<file path="src/rtl/turf_acknack_mport_pkg.sv">
// ---------------------------------------------------------------------------
// turf_acknack_mport_pkg
// Shared definitions for the acknack multi-port block: controller state
// encoding, reply length, position of the OPEN flag in the echoed word and
// the width of the per-packet statistics counters.
// ---------------------------------------------------------------------------
package turf_acknack_mport_pkg;

  typedef enum logic [3:0] {
    ST_IDLE,
    ST_READ,
    ST_EVAL,
    ST_EMIT,
    ST_SKIP,
    ST_DUMP,
    ST_WR_HDR,
    ST_WR_W0,
    ST_WR_W1
  } state_t;

  // Reply payload is always two 64-bit words plus an 8-byte UDP header.
  localparam logic [15:0] REPLY_LEN = 16'd24;
  localparam int          OPEN_BIT  = 62;
  localparam int          CNT_W     = 16;

endpackage

</file>
<file path="src/rtl/turf_acknack_mport_if.sv">
// ---------------------------------------------------------------------------
// turf_acknack_mport_if
// Bundles the five streams of the acknack block:
//   s_udphdr   : request header  {ip[63:32], port[31:16], len[15:0]}
//   s_udpdata  : request payload (64-bit words with tkeep/tlast)
//   m_udphdr   : reply header    {ip, port, 16'd24}
//   m_udpdata  : reply payload   (two words, tkeep always 8'hFF)
//   m_acknack  : 16-bit ack/nack toward the frame buffer
// Modport slave is the block itself; modport master is its environment.
// ---------------------------------------------------------------------------
interface turf_acknack_mport_if;

  logic [63:0] s_udphdr_tdata;
  logic        s_udphdr_tvalid;
  logic        s_udphdr_tready;

  logic [63:0] s_udpdata_tdata;
  logic [7:0]  s_udpdata_tkeep;
  logic        s_udpdata_tlast;
  logic        s_udpdata_tvalid;
  logic        s_udpdata_tready;

  logic [63:0] m_udphdr_tdata;
  logic        m_udphdr_tvalid;
  logic        m_udphdr_tready;

  logic [63:0] m_udpdata_tdata;
  logic [7:0]  m_udpdata_tkeep;
  logic        m_udpdata_tlast;
  logic        m_udpdata_tvalid;
  logic        m_udpdata_tready;

  logic [15:0] m_acknack_tdata;
  logic        m_acknack_tvalid;
  logic        m_acknack_tready;

  modport slave (
    input  s_udphdr_tdata, s_udphdr_tvalid,
    output s_udphdr_tready,
    input  s_udpdata_tdata, s_udpdata_tkeep, s_udpdata_tlast, s_udpdata_tvalid,
    output s_udpdata_tready,
    output m_udphdr_tdata, m_udphdr_tvalid,
    input  m_udphdr_tready,
    output m_udpdata_tdata, m_udpdata_tkeep, m_udpdata_tlast, m_udpdata_tvalid,
    input  m_udpdata_tready,
    output m_acknack_tdata, m_acknack_tvalid,
    input  m_acknack_tready
  );

  modport master (
    output s_udphdr_tdata, s_udphdr_tvalid,
    input  s_udphdr_tready,
    output s_udpdata_tdata, s_udpdata_tkeep, s_udpdata_tlast, s_udpdata_tvalid,
    input  s_udpdata_tready,
    input  m_udphdr_tdata, m_udphdr_tvalid,
    output m_udphdr_tready,
    input  m_udpdata_tdata, m_udpdata_tkeep, m_udpdata_tlast, m_udpdata_tvalid,
    output m_udpdata_tready,
    input  m_acknack_tdata, m_acknack_tvalid,
    output m_acknack_tready
  );

endinterface

</file>
<file path="src/rtl/turf_acknack_mport_hist.sv">
// ---------------------------------------------------------------------------
// turf_acknack_hist
// Small duplicate-detection history: HIST_DEPTH registered entries written
// round-robin (oldest overwritten), each with a valid bit.
//   aclk, aresetn : clock, synchronous active-low reset (valid bits, pointer)
//   clear         : drop all valid bits next cycle (pointer is kept)
//   push          : store push_data at the write pointer, mark it valid
//   cmp_data      : word compared against every valid entry in parallel
//   match         : combinational hit, same cycle as cmp_data
// ---------------------------------------------------------------------------
module turf_acknack_hist #(
  parameter int HIST_DEPTH = 4,
  parameter int WORD_W     = 64
) (
  input  logic              aclk,
  input  logic              aresetn,
  input  logic              clear,
  input  logic              push,
  input  logic [WORD_W-1:0] push_data,
  input  logic [WORD_W-1:0] cmp_data,
  output logic              match
);

  localparam int PTR_W = (HIST_DEPTH > 1) ? $clog2(HIST_DEPTH) : 1;

  logic [WORD_W-1:0]     entry [HIST_DEPTH];
  logic [HIST_DEPTH-1:0] valid;
  logic [PTR_W-1:0]      wr_ptr;

  always_ff @(posedge aclk) begin
    if (!aresetn) begin
      valid  <= '0;
      wr_ptr <= '0;
    end else begin
      // A clear in the same cycle as a push wins: the window just closed.
      if (clear)
        valid <= '0;
      else if (push)
        valid[wr_ptr] <= 1'b1;
      if (push)
        wr_ptr <= (wr_ptr == PTR_W'(HIST_DEPTH - 1)) ? '0 : wr_ptr + 1'b1;
    end
  end

  always_ff @(posedge aclk) begin
    if (push)
      entry[wr_ptr] <= push_data;
  end

  always_comb begin
    match = 1'b0;
    for (int i = 0; i < HIST_DEPTH; i++)
      if (valid[i] && (entry[i] == cmp_data))
        match = 1'b1;
  end

endmodule

</file>
<file path="src/rtl/turf_acknack_mport.sv">
// ---------------------------------------------------------------------------
// turf_acknack_mport
// Reads acknack request packets word by word, forwards each new masked word
// as a 16-bit ack/nack (suppressing repeats seen in the recent history),
// then answers the requester with a two-word status reply.
//   aclk, aresetn : clock, synchronous active-low reset
//   event_open_i  : event window open; low stops acks and wipes the history
//   bus (slave)   : s_udphdr / s_udpdata in, m_udphdr / m_udpdata /
//                   m_acknack out (see turf_acknack_mport_if)
// Parameters: CHECK_BITS compare/echo mask (OPEN bit always cleared),
//             HIST_DEPTH history entries (1..16), MAX_ENTRIES acks per
//             packet (1..255).
// ---------------------------------------------------------------------------
module turf_acknack_mport
  import turf_acknack_mport_pkg::*;
#(
  parameter logic [63:0] CHECK_BITS  = 64'h800000FF_FFF00000,
  parameter int          HIST_DEPTH  = 4,
  parameter int          MAX_ENTRIES = 16
) (
  input  logic                 aclk,
  input  logic                 aresetn,
  input  logic                 event_open_i,
  turf_acknack_mport_if.slave  bus
);

  localparam logic [63:0] MASK = CHECK_BITS & ~(64'd1 << OPEN_BIT);

  function automatic logic [CNT_W-1:0] sat_inc(input logic [CNT_W-1:0] v);
    return (v == '1) ? v : v + 1'b1;
  endfunction

  state_t           state, state_nxt;
  logic [31:0]      ip_r;
  logic [15:0]      port_r;
  logic [63:0]      m_word;
  logic [15:0]      ack_word;
  logic [7:0]       keep_r;
  logic             last_r;
  logic             first_r;
  logic [63:0]      last_m;
  logic [CNT_W-1:0] accepted, dup_cnt, skip_cnt;
  logic             hist_match;
  logic             hdr_hs, data_hs;
  logic             do_skip, do_dup, do_push;
  logic             unused_len;

  assign unused_len = ^bus.s_udphdr_tdata[15:0];

  assign hdr_hs  = bus.s_udphdr_tvalid && bus.s_udphdr_tready;
  assign data_hs = bus.s_udpdata_tvalid && bus.s_udpdata_tready;

  turf_acknack_hist #(
    .HIST_DEPTH (HIST_DEPTH),
    .WORD_W     (64)
  ) u_hist (
    .aclk      (aclk),
    .aresetn   (aresetn),
    .clear     (!event_open_i),
    .push      (do_push),
    .push_data (m_word),
    .cmp_data  (m_word),
    .match     (hist_match)
  );

  always_comb begin
    state_nxt = state;
    do_skip   = 1'b0;
    do_dup    = 1'b0;
    do_push   = 1'b0;
    case (state)
      ST_IDLE:   if (hdr_hs) state_nxt = ST_READ;
      ST_READ:   if (data_hs) state_nxt = ST_EVAL;
      ST_EVAL: begin
        if (keep_r != 8'hFF) begin
          // A partial first beat means a malformed request: no reply at all.
          if (first_r) state_nxt = last_r ? ST_IDLE : ST_DUMP;
          else         state_nxt = last_r ? ST_WR_HDR : ST_SKIP;
        end else begin
          state_nxt = last_r ? ST_WR_HDR : ST_READ;
          if (!event_open_i || (accepted == CNT_W'(MAX_ENTRIES)))
            do_skip = 1'b1;
          else if (hist_match)
            do_dup = 1'b1;
          else
            state_nxt = ST_EMIT;
        end
      end
      ST_EMIT: if (bus.m_acknack_tready) begin
        do_push   = 1'b1;
        state_nxt = last_r ? ST_WR_HDR : ST_READ;
      end
      ST_SKIP:   if (data_hs && bus.s_udpdata_tlast) state_nxt = ST_WR_HDR;
      ST_DUMP:   if (data_hs && bus.s_udpdata_tlast) state_nxt = ST_IDLE;
      ST_WR_HDR: if (bus.m_udphdr_tready)  state_nxt = ST_WR_W0;
      ST_WR_W0:  if (bus.m_udpdata_tready) state_nxt = ST_WR_W1;
      ST_WR_W1:  if (bus.m_udpdata_tready) state_nxt = ST_IDLE;
      default:   state_nxt = ST_IDLE;
    endcase
  end

  always_ff @(posedge aclk) begin
    if (!aresetn) begin
      state    <= ST_IDLE;
      ip_r     <= '0;
      port_r   <= '0;
      last_m   <= '0;
      accepted <= '0;
      dup_cnt  <= '0;
      skip_cnt <= '0;
      first_r  <= 1'b0;
    end else begin
      state <= state_nxt;
      if (state == ST_IDLE && hdr_hs) begin
        ip_r     <= bus.s_udphdr_tdata[63:32];
        port_r   <= bus.s_udphdr_tdata[31:16];
        accepted <= '0;
        dup_cnt  <= '0;
        skip_cnt <= '0;
        first_r  <= 1'b1;
      end
      if (state == ST_EVAL) first_r  <= 1'b0;
      if (do_skip)          skip_cnt <= sat_inc(skip_cnt);
      if (do_dup)           dup_cnt  <= sat_inc(dup_cnt);
      if (do_push) begin
        accepted <= sat_inc(accepted);
        last_m   <= m_word;
      end
    end
  end

  // The ack carries the beat's own low half-word (allow + frame address);
  // the mask only governs duplicate comparison and the echoed word.
  always_ff @(posedge aclk) begin
    if (state == ST_READ && data_hs) begin
      m_word   <= bus.s_udpdata_tdata & MASK;
      ack_word <= bus.s_udpdata_tdata[15:0];
      keep_r   <= bus.s_udpdata_tkeep;
      last_r   <= bus.s_udpdata_tlast;
    end
  end

  assign bus.s_udphdr_tready  = !aresetn || (state == ST_IDLE);
  assign bus.s_udpdata_tready = aresetn &&
                                (state == ST_READ || state == ST_SKIP || state == ST_DUMP);
  assign bus.m_acknack_tvalid = aresetn && (state == ST_EMIT);
  assign bus.m_acknack_tdata  = ack_word;
  assign bus.m_udphdr_tvalid  = aresetn && (state == ST_WR_HDR);
  assign bus.m_udphdr_tdata   = {ip_r, port_r, REPLY_LEN};
  assign bus.m_udpdata_tvalid = aresetn && (state == ST_WR_W0 || state == ST_WR_W1);
  assign bus.m_udpdata_tlast  = (state == ST_WR_W1);
  assign bus.m_udpdata_tkeep  = 8'hFF;
  assign bus.m_udpdata_tdata  = (state == ST_WR_W1)
                              ? {accepted, dup_cnt, skip_cnt, 16'h0}
                              : (last_m | ({63'd0, event_open_i} << OPEN_BIT));

endmodule

</file>
<file path="src/flat_wrapper.sv">
// flat-port wrapper written by rule: the top's interface ports become plain ports
module turf_acknack_mport_flat import turf_acknack_mport_pkg::*;
#(
  parameter logic [63:0] CHECK_BITS  = 64'h800000FF_FFF00000,
  parameter int          HIST_DEPTH  = 4,
  parameter int          MAX_ENTRIES = 16
)
  (aclk, aresetn, event_open_i, bus_s_udphdr_tdata, bus_s_udphdr_tvalid, bus_s_udphdr_tready, bus_s_udpdata_tdata, bus_s_udpdata_tkeep, bus_s_udpdata_tlast, bus_s_udpdata_tvalid, bus_s_udpdata_tready, bus_m_udphdr_tdata, bus_m_udphdr_tvalid, bus_m_udphdr_tready, bus_m_udpdata_tdata, bus_m_udpdata_tkeep, bus_m_udpdata_tlast, bus_m_udpdata_tvalid, bus_m_udpdata_tready, bus_m_acknack_tdata, bus_m_acknack_tvalid, bus_m_acknack_tready);
  turf_acknack_mport_if bus_i ();
  input  logic aclk;
  input  logic aresetn;
  input  logic event_open_i;
  input wire logic [$bits(bus_i.s_udphdr_tdata)-1:0] bus_s_udphdr_tdata;
  input wire logic [$bits(bus_i.s_udphdr_tvalid)-1:0] bus_s_udphdr_tvalid;
  output wire logic [$bits(bus_i.s_udphdr_tready)-1:0] bus_s_udphdr_tready;
  input wire logic [$bits(bus_i.s_udpdata_tdata)-1:0] bus_s_udpdata_tdata;
  input wire logic [$bits(bus_i.s_udpdata_tkeep)-1:0] bus_s_udpdata_tkeep;
  input wire logic [$bits(bus_i.s_udpdata_tlast)-1:0] bus_s_udpdata_tlast;
  input wire logic [$bits(bus_i.s_udpdata_tvalid)-1:0] bus_s_udpdata_tvalid;
  output wire logic [$bits(bus_i.s_udpdata_tready)-1:0] bus_s_udpdata_tready;
  output wire logic [$bits(bus_i.m_udphdr_tdata)-1:0] bus_m_udphdr_tdata;
  output wire logic [$bits(bus_i.m_udphdr_tvalid)-1:0] bus_m_udphdr_tvalid;
  input wire logic [$bits(bus_i.m_udphdr_tready)-1:0] bus_m_udphdr_tready;
  output wire logic [$bits(bus_i.m_udpdata_tdata)-1:0] bus_m_udpdata_tdata;
  output wire logic [$bits(bus_i.m_udpdata_tkeep)-1:0] bus_m_udpdata_tkeep;
  output wire logic [$bits(bus_i.m_udpdata_tlast)-1:0] bus_m_udpdata_tlast;
  output wire logic [$bits(bus_i.m_udpdata_tvalid)-1:0] bus_m_udpdata_tvalid;
  input wire logic [$bits(bus_i.m_udpdata_tready)-1:0] bus_m_udpdata_tready;
  output wire logic [$bits(bus_i.m_acknack_tdata)-1:0] bus_m_acknack_tdata;
  output wire logic [$bits(bus_i.m_acknack_tvalid)-1:0] bus_m_acknack_tvalid;
  input wire logic [$bits(bus_i.m_acknack_tready)-1:0] bus_m_acknack_tready;
  assign bus_i.s_udphdr_tdata = bus_s_udphdr_tdata;
  assign bus_i.s_udphdr_tvalid = bus_s_udphdr_tvalid;
  assign bus_s_udphdr_tready = bus_i.s_udphdr_tready;
  assign bus_i.s_udpdata_tdata = bus_s_udpdata_tdata;
  assign bus_i.s_udpdata_tkeep = bus_s_udpdata_tkeep;
  assign bus_i.s_udpdata_tlast = bus_s_udpdata_tlast;
  assign bus_i.s_udpdata_tvalid = bus_s_udpdata_tvalid;
  assign bus_s_udpdata_tready = bus_i.s_udpdata_tready;
  assign bus_m_udphdr_tdata = bus_i.m_udphdr_tdata;
  assign bus_m_udphdr_tvalid = bus_i.m_udphdr_tvalid;
  assign bus_i.m_udphdr_tready = bus_m_udphdr_tready;
  assign bus_m_udpdata_tdata = bus_i.m_udpdata_tdata;
  assign bus_m_udpdata_tkeep = bus_i.m_udpdata_tkeep;
  assign bus_m_udpdata_tlast = bus_i.m_udpdata_tlast;
  assign bus_m_udpdata_tvalid = bus_i.m_udpdata_tvalid;
  assign bus_i.m_udpdata_tready = bus_m_udpdata_tready;
  assign bus_m_acknack_tdata = bus_i.m_acknack_tdata;
  assign bus_m_acknack_tvalid = bus_i.m_acknack_tvalid;
  assign bus_i.m_acknack_tready = bus_m_acknack_tready;
  turf_acknack_mport #(.CHECK_BITS(CHECK_BITS), .HIST_DEPTH(HIST_DEPTH), .MAX_ENTRIES(MAX_ENTRIES)) u_core (.aclk(aclk), .aresetn(aresetn), .event_open_i(event_open_i), .bus(bus_i));
endmodule
</file>
<file path="config.mk">
export PLATFORM = sky130hd
export DESIGN_NAME = turf_acknack_mport_flat
export DESIGN_NICKNAME = d
export VERILOG_FILES = /design/src/rtl/turf_acknack_mport_pkg.sv /design/src/rtl/turf_acknack_mport_if.sv /design/src/rtl/turf_acknack_mport_hist.sv /design/src/rtl/turf_acknack_mport.sv /design/src/flat_wrapper.sv
export SDC_FILE = /design/constraint.sdc
export NUM_CORES = 1
export LEC_CHECK = 0
export CAP_MARGIN = 40
export CORE_MARGIN = 10
export CORE_UTILIZATION = 52
export CTS_CLUSTER_SIZE = 28
export DETAILED_ROUTE_END_ITERATION = 10
export PLACE_DENSITY = 0.85
export SYNTH_ARGS = -nofsm -noshare
export SYNTH_HDL_FRONTEND = slang
export SYNTH_SLANG_ARGS = --single-unit
</file>
<file path="constraint.sdc">
create_clock -name aclk -period 16.05 [get_ports aclk]
set_input_delay 3.21 -clock aclk [delete_from_list [all_inputs] [get_ports aclk]]
set_output_delay 3.21 -clock aclk [all_outputs]
set_load 0.1 [all_outputs]
</file>
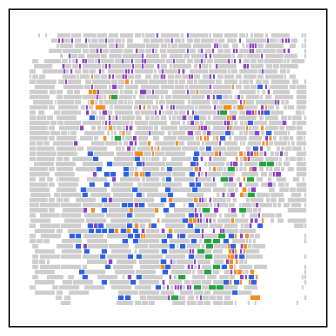
(gate families picked out)
- NAND gates: purple (cells 231; most used nand2_1)
- NOR gates: orange (cells 90; most used nor2_1)
- XOR/XNOR gates: blue (cells 106; most used xor2_1)
- multiplexers: green (cells 24; most used mux2_2)
combinational share of cell area: 0.2537
post-route non-filler standard cell count: 1,678
Commonest Layout Cell: clkdlybuf4s50_1

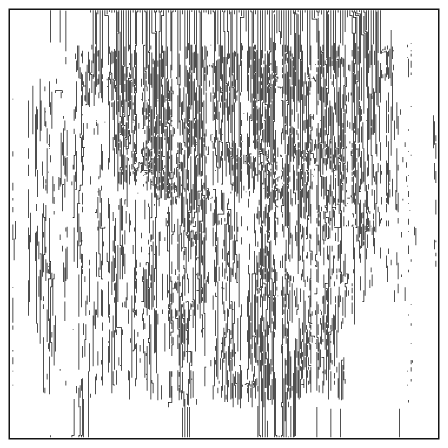
(M2 wires)
- share of all routed wire: 52%
- nets with wire on the layer: 1,336
Detailed Route WL: 35.33 mm
DR vias: 9,452
Global Route met2 Usage: 0.4250

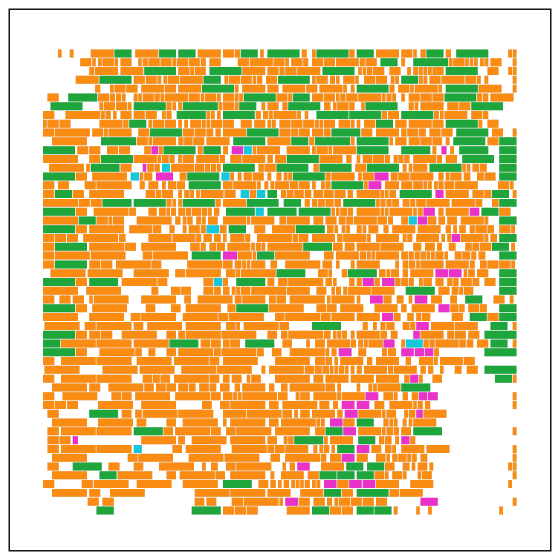
(cells by drive strength)
- _3 and _4 cells: cyan (cells 12; most used buf_4)
- _0 and _1 cells: orange (cells 1,186; most used clkdlybuf4s50_1)
- _6 and larger: green (cells 156; most used buf_16)
- _2 cells: magenta (cells 48; most used mux2_2)
Repair and plain buffers: 350
Final Cell Area: 17,000 µm²
P&R area growth vs syn: 51.03%

==> flow_summary_export.csv <==
group,metric,value,unit
worst_hold_path,whs_endpoint,"u_core.port_r[7]$_SDFFE_PN0P_",
layout,nNonClkInverters,17,
yosys,xor_area_frac,0.08247,
status,status,"completed",
worst_setup_path,rrSetupSlack,12.94,ns
timing,fin_crit,8.531,ns
layout,fill_cells,1134,
floorplanning,ios,303,
layout,nClkBuffers,33,
layout,regMostFlops,"u_core.u_hist.entry",
worst_hold_path,min-delay-start,"u_core.port_r[7]$_SDFFE_PN0P_",
detailed_routing,drt-initial-drc-count,883,
power_and_ir_drop,ir_drop,0.1035,mV
layout,flop-count,258,
worst_setup_path,critPathMaxStageDelay,0.95,ns
floorplanning,die_area,27930,µm²
layout,n_antenna_cell,1,
timing,fin_crit_sh,0.5315,
worst_setup_path,crit_path_end_kind,"output port",
yosys,yosysWarnings,0,
timing,clock_skew,0.02183,ns
power_and_ir_drop,pg_seq,0.784,mW
power_and_ir_drop,clockPowerShare,0.302,
yosys,async_flop_share,0,
yosys,yosysChipArea,11260,µm²
clock_tree,clock_sinks,258,
layout,nMultiInputCombCells,728,
clock_tree,cts_buffers,27,
yosys,netlist.area_leader.share,0.3468,
detailed_routing,dr.pass1.iters,6,
yosys,flop_cell,"edfxtp_1",
yosys,topCellsByArea,"edfxtp_1 35%, dfxtp_1 23%, nand2_1 5.7%",
power_and_ir_drop,p_sw_frac,0.3514,
detailed_routing,vias_per_cell,5.633,
clock_tree,cts-root-buf,"clkbuf_16",
timing,hold_ws,0.4529,ns
yosys,ys_seq_frac,0.5744,
power_and_ir_drop,powerClk,0.637,mW
yosys,syn_area_per_cell,10.47,µm²
power_and_ir_drop,power.leakage,6.109,nW
yosys,adder_share,0.008892,
yosys,aoi_share,0.08236,
place,dp_hpwl,24.85,mm
power_and_ir_drop,power.switching,0.7411,mW
timing,grt_setup_unrepaired,"false",
timing,slew-limit-headroom,0.3564,
worst_setup_path,cp_cell_sequence,"clkdlybuf4s50_1, inv_2, nor4_1, clkdlybuf4s50_1, buf_16",
power_and_ir_drop,power_leader,"registers",
yosys,synthCells,1075,
yosys,synth_top_cell_by_area,"edfxtp_1",
layout,largest_reg_flops,84,
layout,seq_share,0.3803,
yosys,ys_cells,1075,
worst_setup_path,crit_path_start_kind,"input port",
layout,combGateArea,4313,µm²
worst_setup_path,arrival,5.32,ns
floorplanning,tap_cells,275,
worst_setup_path,cp_common_cell,"clkdlybuf4s50_1",
yosys,simple_gate_share,0.1707,
timing,hold_viol,0,
layout,biggestCellCategory,"sequential cells",
yosys,edf_count,130,
yosys,synthDistinctLibCells,65,
layout,top_regs,"u_core.u_hist.entry (84), u_core.ip_r (32)",
timing,timing.fmax,0.1172,GHz
place,port_buffers,219,
-- per-stage QoR --
step | power (mW) | worst slack, ns
global placement | 1.287 | 7.163
finish | 2.109 | 7.519
global route | 2.167 | 7.383
CTS | 2.110 | 7.535
detailed placement | 1.474 | 7.589
floorplan | 1.178 | 6.503
-- metal layers --
layer | track usage | vias up | share of wire
li1 | - | 4271 | -
met1 | 0.2554 | 4518 | 0.34
met2 | 0.4250 | 516 | 0.52
met3 | 0.06250 | 147 | 0.081
met4 | 0.1306 | 0 | 0.062
met5 | 0 | - | 0
-- how the worst max path moves through the flow --
| stage | slack, ns | cells past startpoint | to | startpoint |
|---|---|---|---|---|
| final | 7.52 | 5 | bus_s_udpdata_tready | aresetn |
| after CTS | 7.54 | 5 | bus_s_udpdata_tready | aresetn |
| after detailed placement | 7.59 | 5 | bus_s_udpdata_tready | aresetn |
| after global routing | 7.38 | 5 | bus_s_udpdata_tready | aresetn |
| after global placement | 7.16 | 4 | bus_s_udpdata_tready | aresetn |
| after floorplan | 6.50 | 3 | bus_s_udpdata_tready | aresetn |
-- cell usage after synthesis (23+ instances only) --
cell type,n
a21oi_1,108
nand3_1,23
xor2_1,55
and2_1,32
edfxtp_1,130
buf_4,40
dfxtp_1,128
xnor2_1,51
nor4_1,24
nand2_1,172
nor2_1,46
clkbuf_1,63
-- cell usage in the layout, fill, tap and decap left out, types with 19 or more instances in the layout --
master,instances
o21ai_0,19
xor2_1,55
conb_1,40
clkbuf_16,28
buf_16,65
xnor2_1,51
nor4_1,23
nand2_1,172
nand4_1,22
buf_8,58
clkdlybuf4s50_1,219
a21oi_1,108
mux2_2,22
edfxtp_1,130
and2_1,32
dfxtp_1,128
nand3_1,22
nor2_1,46
Power figures rest on the tool's default switching activity, not on a simulated workload.
